==> config.mk <==
export PLATFORM = sky130hd
export DESIGN_NAME = controlador_botoes_n
export DESIGN_NICKNAME = d
export VERILOG_FILES = /design/src/rtl/controlador_botoes_n.sv
export SDC_FILE = /design/constraint.sdc
export NUM_CORES = 1
export LEC_CHECK = 0
export CAP_MARGIN = 10
export CORE_MARGIN = 4
export CORE_UTILIZATION = 66
export CTS_BUF_LIST = sky130_fd_sc_hd__clkbuf_2 sky130_fd_sc_hd__clkbuf_4 sky130_fd_sc_hd__clkbuf_8
export DETAILED_ROUTE_END_ITERATION = 8
export PLACE_DENSITY = 0.83
export SLEW_MARGIN = 20
export SYNTH_ARGS = -nofsm -noshare
export SYNTH_HDL_FRONTEND = slang
export SYNTH_SLANG_ARGS = --single-unit
==> constraint.sdc <==
create_clock -name clk -period 5.8 [get_ports clk]
set_input_delay 0.87 -clock clk [delete_from_list [all_inputs] [get_ports clk]]
set_output_delay 0.87 -clock clk [all_outputs]
set_load 0.02 [all_outputs]
==> src/rtl/controlador_botoes_n.sv <==
// -----------------------------------------------------------------------------
// controlador_botoes_n
// N-channel button front end: per channel a 2-flop synchroniser, symmetric
// press/release debouncer, one-cycle press pulse, one-cycle long-press pulse
// and optional auto-repeat pulses while the button stays held.
//
// Ports
//   clk      : system clock, all logic on the rising edge
//   rst_n    : asynchronous active-low reset
//   b_in     : raw asynchronous button levels (N_BOTOES bits)
//   b_level  : debounced state per channel, 1 = pressed
//   b_pulse  : one-cycle pulse on debounced press and on each auto-repeat
//   b_long   : one-cycle pulse when the hold reaches HOLD_CYCLES
// -----------------------------------------------------------------------------
module controlador_botoes_n #(
    parameter int N_BOTOES      = 3,
    parameter bit ATIVO_BAIXO   = 1'b1,
    parameter int DEBOUNCE      = 16,
    parameter int HOLD_CYCLES   = 50000000,
    parameter bit REPEAT_EN     = 1'b1,
    parameter int REPEAT_CYCLES = 12500000
) (
    input  logic                clk,
    input  logic                rst_n,
    input  logic [N_BOTOES-1:0] b_in,
    output logic [N_BOTOES-1:0] b_level,
    output logic [N_BOTOES-1:0] b_pulse,
    output logic [N_BOTOES-1:0] b_long
);

    localparam int DB_W   = (DEBOUNCE > 1)      ? $clog2(DEBOUNCE)      : 1;
    localparam int HOLD_W = (HOLD_CYCLES > 1)   ? $clog2(HOLD_CYCLES)   : 1;
    localparam int REP_W  = (REPEAT_CYCLES > 1) ? $clog2(REPEAT_CYCLES) : 1;

    localparam logic [DB_W-1:0]   DB_MAX   = DB_W'(DEBOUNCE - 1);
    localparam logic [HOLD_W-1:0] HOLD_MAX = HOLD_W'(HOLD_CYCLES - 1);
    localparam logic [REP_W-1:0]  REP_MAX  = REP_W'(REPEAT_CYCLES - 1);

    // Raw level of a released button
    localparam logic IDLE_RAW = ATIVO_BAIXO;

    typedef enum logic [1:0] {
        SOLTO       = 2'd0,
        PRESSIONADO = 2'd1,
        SEGURADO    = 2'd2
    } estado_t;

    logic [N_BOTOES-1:0] sync1_r;
    logic [N_BOTOES-1:0] sync2_r;
    logic [N_BOTOES-1:0] s_s;

    // Two-flop synchroniser; resets to the released raw level so no phantom press
    always_ff @(posedge clk or negedge rst_n) begin
        if (!rst_n) begin
            sync1_r <= {N_BOTOES{IDLE_RAW}};
            sync2_r <= {N_BOTOES{IDLE_RAW}};
        end else begin
            sync1_r <= b_in;
            sync2_r <= sync1_r;
        end
    end

    // Normalise polarity: s = 1 means pressed
    assign s_s = sync2_r ^ {N_BOTOES{ATIVO_BAIXO}};

    for (genvar i = 0; i < N_BOTOES; i++) begin : g_canal
        logic [DB_W-1:0]   db_cnt_r;
        logic [DB_W-1:0]   db_cnt_nxt_s;
        logic              nivel_r;
        logic              nivel_nxt_s;
        logic              aperto_s;
        logic              solta_s;
        estado_t           estado_r;
        estado_t           estado_nxt_s;
        logic [HOLD_W-1:0] hold_cnt_r;
        logic [HOLD_W-1:0] hold_cnt_nxt_s;
        logic [REP_W-1:0]  rep_cnt_r;
        logic [REP_W-1:0]  rep_cnt_nxt_s;
        logic              pulse_nxt_s;
        logic              long_nxt_s;
        logic              pulse_r;
        logic              long_r;

        // Debounce: count consecutive mismatches, adopt the new level on the last one
        always_comb begin
            db_cnt_nxt_s = db_cnt_r;
            nivel_nxt_s  = nivel_r;
            if (s_s[i] == nivel_r) begin
                db_cnt_nxt_s = {DB_W{1'b0}};
            end else if (db_cnt_r == DB_MAX) begin
                db_cnt_nxt_s = {DB_W{1'b0}};
                nivel_nxt_s  = s_s[i];
            end else begin
                db_cnt_nxt_s = db_cnt_r + DB_W'(1);
            end
        end

        assign aperto_s = nivel_nxt_s & ~nivel_r;
        assign solta_s  = ~nivel_nxt_s & nivel_r;

        // Debounce counter and debounced level registers
        always_ff @(posedge clk or negedge rst_n) begin
            if (!rst_n) begin
                db_cnt_r <= {DB_W{1'b0}};
                nivel_r  <= 1'b0;
            end else begin
                db_cnt_r <= db_cnt_nxt_s;
                nivel_r  <= nivel_nxt_s;
            end
        end

        // FSM state and its hold/repeat counters
        always_ff @(posedge clk or negedge rst_n) begin
            if (!rst_n) begin
                estado_r   <= SOLTO;
                hold_cnt_r <= {HOLD_W{1'b0}};
                rep_cnt_r  <= {REP_W{1'b0}};
            end else begin
                estado_r   <= estado_nxt_s;
                hold_cnt_r <= hold_cnt_nxt_s;
                rep_cnt_r  <= rep_cnt_nxt_s;
            end
        end

        // Next-state logic; release wins over any hold/repeat event in the same cycle
        always_comb begin
            estado_nxt_s   = estado_r;
            hold_cnt_nxt_s = hold_cnt_r;
            rep_cnt_nxt_s  = rep_cnt_r;
            case (estado_r)
                SOLTO: begin
                    if (aperto_s) begin
                        estado_nxt_s   = PRESSIONADO;
                        hold_cnt_nxt_s = {HOLD_W{1'b0}};
                    end else begin
                        estado_nxt_s   = SOLTO;
                    end
                end
                PRESSIONADO: begin
                    if (solta_s) begin
                        estado_nxt_s   = SOLTO;
                        hold_cnt_nxt_s = {HOLD_W{1'b0}};
                        rep_cnt_nxt_s  = {REP_W{1'b0}};
                    end else if (hold_cnt_r == HOLD_MAX) begin
                        // hold counter parks here until release
                        estado_nxt_s   = SEGURADO;
                        rep_cnt_nxt_s  = {REP_W{1'b0}};
                    end else begin
                        hold_cnt_nxt_s = hold_cnt_r + HOLD_W'(1);
                    end
                end
                SEGURADO: begin
                    if (solta_s) begin
                        estado_nxt_s   = SOLTO;
                        hold_cnt_nxt_s = {HOLD_W{1'b0}};
                        rep_cnt_nxt_s  = {REP_W{1'b0}};
                    end else if (REPEAT_EN) begin
                        if (rep_cnt_r == REP_MAX) begin
                            rep_cnt_nxt_s = {REP_W{1'b0}};
                        end else begin
                            rep_cnt_nxt_s = rep_cnt_r + REP_W'(1);
                        end
                    end else begin
                        estado_nxt_s = SEGURADO;
                    end
                end
                default: begin
                    estado_nxt_s   = SOLTO;
                    hold_cnt_nxt_s = {HOLD_W{1'b0}};
                    rep_cnt_nxt_s  = {REP_W{1'b0}};
                end
            endcase
        end

        // Output decode; press/repeat and long events live in different states so never coincide
        always_comb begin
            pulse_nxt_s = 1'b0;
            long_nxt_s  = 1'b0;
            case (estado_r)
                SOLTO: begin
                    pulse_nxt_s = aperto_s;
                end
                PRESSIONADO: begin
                    long_nxt_s = ~solta_s & (hold_cnt_r == HOLD_MAX);
                end
                SEGURADO: begin
                    pulse_nxt_s = REPEAT_EN & ~solta_s & (rep_cnt_r == REP_MAX);
                end
                default: begin
                    pulse_nxt_s = 1'b0;
                    long_nxt_s  = 1'b0;
                end
            endcase
        end

        // Registered pulse outputs
        always_ff @(posedge clk or negedge rst_n) begin
            if (!rst_n) begin
                pulse_r <= 1'b0;
                long_r  <= 1'b0;
            end else begin
                pulse_r <= pulse_nxt_s;
                long_r  <= long_nxt_s;
            end
        end

        assign b_level[i] = nivel_r;
        assign b_pulse[i] = pulse_r;
        assign b_long[i]  = long_r;
    end

endmodule

==> flow_metrics.env <==
# yosys + openroad results
export IMPL_crit_path_max_fanout=22
export IMPL_path_delay_family="simple AND/OR/NAND/NOR gates"
export IMPL_hold_end="sync2_r[2]$_DFF_PN1_"
export IMPL_fp_dieW_um=135
export IMPL_setup_worst_path_start_class="register"
export IMPL_cts_hold_buf=0
export IMPL_firstDrtPassIters=5
export IMPL_fp_util_pct=67.1
export IMPL_status="completed"
export IMPL_cp_required_ns=6.12
export IMPL_hold_class="register to register"
export IMPL_crit_chain="or4_1 -> or4_1 -> a2bb2oi_1 -> o21ai_2 -> o221ai_1"
export IMPL_yosys_warnings=0
export IMPL_dp_cells=1386
export IMPL_maxPowerGroup="registers"
export IMPL_combPwrFrac_pct=8.4
export IMPL_drv_cap=0
export IMPL_ys_flop_type="dfrtp_1"
export IMPL_slowest_stage="o21ai_2"
export IMPL_antenna_found_initial=0
export IMPL_worstSetupStartpoint="g_canal[1].hold_cnt_r[18]$_DFFE_PN0P_"
export IMPL_r2r_end="g_canal[1].rep_cnt_r[22]$_DFFE_PN0P_"
export IMPL_power_mw=2.58
export IMPL_crit_buf_inv=0
export IMPL_finalSetupViolCount=0
export IMPL_yosysCellCount=1225
export IMPL_edf_count=0
export IMPL_mux_share_pct=0.681
export IMPL_mostFrequentLayoutCells="177 x dfrtp_1, 97 x nand2_1, 94 x a21oi_1"
export IMPL_syn_nets=1239
export IMPL_end_kind="register"
export IMPL_clkSinkCount=183
export IMPL_path_common_cell="or4_1"
export IMPL_drive_gt1_share_pct=6.57
export IMPL_grt_max_degree=77
export IMPL_synth_cellmix_xorXnorShare_pct=0.986
export IMPL_rsz0062_at_grt="no"
export IMPL_internal_power_mw=1.91
export IMPL_cp_endpoint="g_canal[1].rep_cnt_r[22]$_DFFE_PN0P_"
export IMPL_cpPeakStageDelay_ns=0.72
export IMPL_critPathArrivalTime_ns=3.29
export IMPL_diodes=0
export IMPL_grt_pass1_vias=8912
export IMPL_slew_headroom_pct=30.9
export IMPL_max_clock_path_buffers=2
export IMPL_fmax_mhz=337
export IMPL_postPlaceCellArea_um2=10800
export IMPL_ys_sh_aoi_pct=21.3
export IMPL_final_min_clock_period_ns=2.97
export IMPL_whs_ns=0.359
export IMPL_power_frac_seq_pct=55.7
export IMPL_finalClockPeriodUsage_pct=51.2
export IMPL_irDropWorstVdd_v=0.000159
export IMPL_cts_root_buf="clkbuf_8"
export IMPL_grt_overflow=0
export IMPL_ctsHtreeMaxLevel=4
export IMPL_setup_ws_ns=2.83
export IMPL_pg_seq_mw=1.43
export IMPL_place_congestion=0.881
export IMPL_path_depth=5
export IMPL_tool_warnings=26
export IMPL_reg2regPathDepth=5
export IMPL_hold_depth=0
export IMPL_drc=0
export IMPL_power_leakage_nw=4.42
export IMPL_power_density_nw_per_um2=230
export IMPL_swShare_pct=26.0
export IMPL_drv_slew=0
export IMPL_post_dp_hpwl_mm=15.8
export IMPL_clk_latency_ns=0.47
export IMPL_io_pins=14
export IMPL_top_usage_layer="met2"
export IMPL_power_clock_uw=925
export IMPL_via_per_inst=6.74
export IMPL_port_buffers=13
export IMPL_worstMarginPinSlew_ns=1.03
export IMPL_ys_top_logic_family="simple AND/OR/NAND/NOR gates"
export IMPL_yosys_area_share_simple_pct=28.0
export IMPL_clockPowerShare_pct=35.9
export IMPL_synthCells=1225
export IMPL_comb_cell_power_uw=217
export IMPL_worst_setup_path_type="register to register"
export IMPL_wl_per_cell_um=16.8
export IMPL_fin_setup_tns_ns=0
export IMPL_r2r_start="g_canal[1].hold_cnt_r[18]$_DFFE_PN0P_"
export IMPL_regToRegSetupSlack_ns=2.83
export IMPL_async_flop_share_pct=100
export IMPL_fin_nets=1203
export IMPL_postCtsSetupBuffers=0
export IMPL_syn_area_per_cell_um2=8.70
export IMPL_numSynthFlops=183
export IMPL_syn2layout_area_growth_pct=5.26
export IMPL_hold_start="sync1_r[2]$_DFF_PN1_"
export IMPL_fa_ha_area_share_pct=1.06
export IMPL_ys_seq_share_pct=43.0
export IMPL_p_sw_uw=669
export IMPL_hold_viol_final=0
export IMPL_grt_pass1_wl_mm=41.2
export IMPL_ant_nets=0
-- cell usage after synthesis, drive strengths merged (6+ instances only) --
cell | count | area [um^2]
or3 | 29 | 188
o21ai | 85 | 429
a21o | 13 | 97.6
nand4 | 57 | 357
and3 | 28 | 175
nor3 | 33 | 165
or2 | 14 | 87.6
a31oi | 19 | 119
a21oi | 95 | 479
o31ai | 47 | 353
o221ai | 12 | 105
clkbuf | 60 | 225
nor2 | 69 | 259
inv | 55 | 206
dfstp | 6 | 158
o211ai | 14 | 105
nand3 | 74 | 370
and2 | 15 | 93.8
buf | 14 | 98.8
ha | 9 | 113
xnor2 | 8 | 70.1
nand2 | 97 | 364
nor4 | 17 | 106
and4 | 16 | 140
or4 | 51 | 387
dfrtp | 177 | 4430
nor4b | 7 | 61.3
-- cell type report --
| cell class | count | area [um^2] |
|---|---|---|
| Tap cell | 216 | 270 |
| Sequential cell | 183 | 4590 |
| Fill cell | 1275 | 4660 |
| Inverter | 55 | 206 |
| Clock inverter | 10 | 146 |
| Timing Repair Buffer | 19 | 179 |
| Multi-Input combinational cell | 913 | 5560 |
| Clock buffer | 22 | 278 |
-- logic make-up after synthesis --
kind of cell,count (synthesis)
flops,183
buf+inv,129
xor+xnor,12
simple gates,535
compound gates,350
fa+ha+maj,9
mux,7
-- state kept, by name, indices dropped and copies added, names as in the netlist --
name and flops:
g_canal.hold_cnt_r 78, sync1_r 3, g_canal.db_cnt_r 12, g_canal.pulse_r 3, g_canal.long_r 3, g_canal.rep_cnt_r 72, g_canal.estado_r 6, g_canal.nivel_r 3
sync2_r 3
-- layer usage --
layer  wire length (um)  share of wire [%]
met2              11800                 49
met4                479                2.0
met5                  0                  0
met1              10500                 44
met3               1080                4.5
Fig. 1: clock wiring as the flow saved it
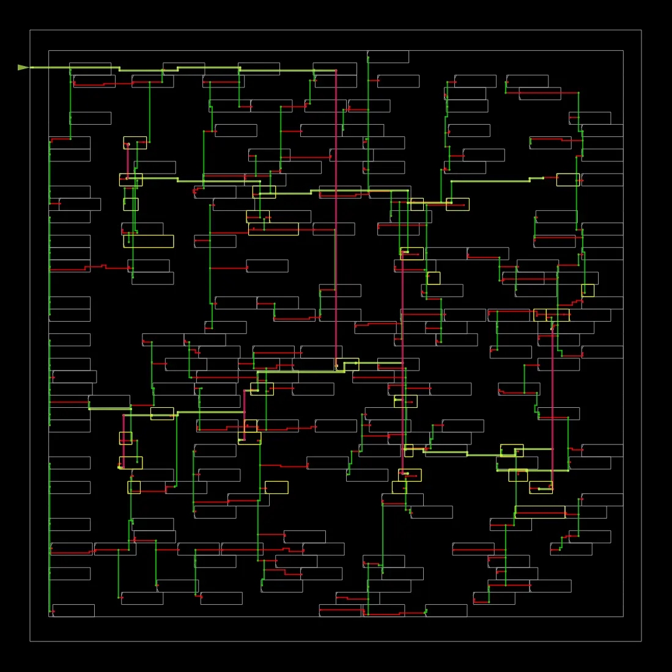
cts bufs inserted: 17
flip-flops: 183
skew final: 0.0129 ns

Fig. 2: placed cells, one colour a class
Scale bar: 50 um. Fill, decap, tap and diode cells in grey.
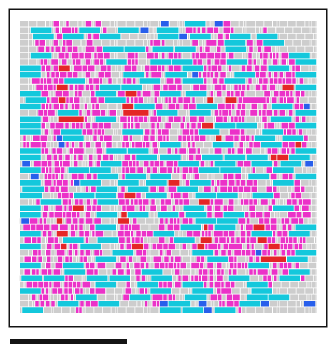
| class | colour | cells | share of their area |
|---|---|---|---|
| remaining logic cells | magenta | 968 | 53% |
| registers | cyan | 183 | 42% |
| remaining buffers and delay cells | blue | 19 | 1.6% |
| clock drivers and dummy loads | red | 32 | 3.9% |
# rows: 46
Seq area share: 40.9%
final non-filler cell area: 11200 um^2
core area: 15900 um^2
final core occ: 70.7%

Fig. 3: gate families picked out
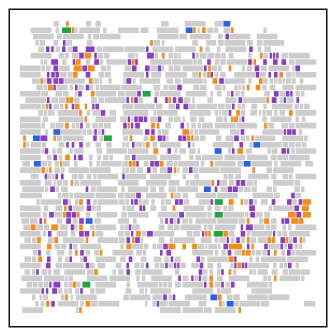
| family | colour | cells |
|---|---|---|
| xor and xnor cells | blue | 12 |
| nand cells | purple | 241 |
| nor cells | orange | 135 |
| mux cells | green | 7 |
Post-Layout Cell Count: 1418
Commonest Layout Cell: dfrtp_1
Comb area share: 49.5%

Fig. 4: M2 wires
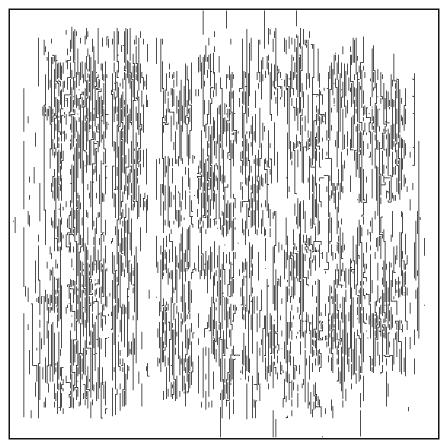
main direction: vertical
share of all routed wire: 49%
nets with wire on the layer: 1012
wire length on this layer: 11800 um
longest straight run: 62.2 um
met2 usage: 45.5%
Post-Route WL: 23.9 mm
vias after detailed routing: 9563

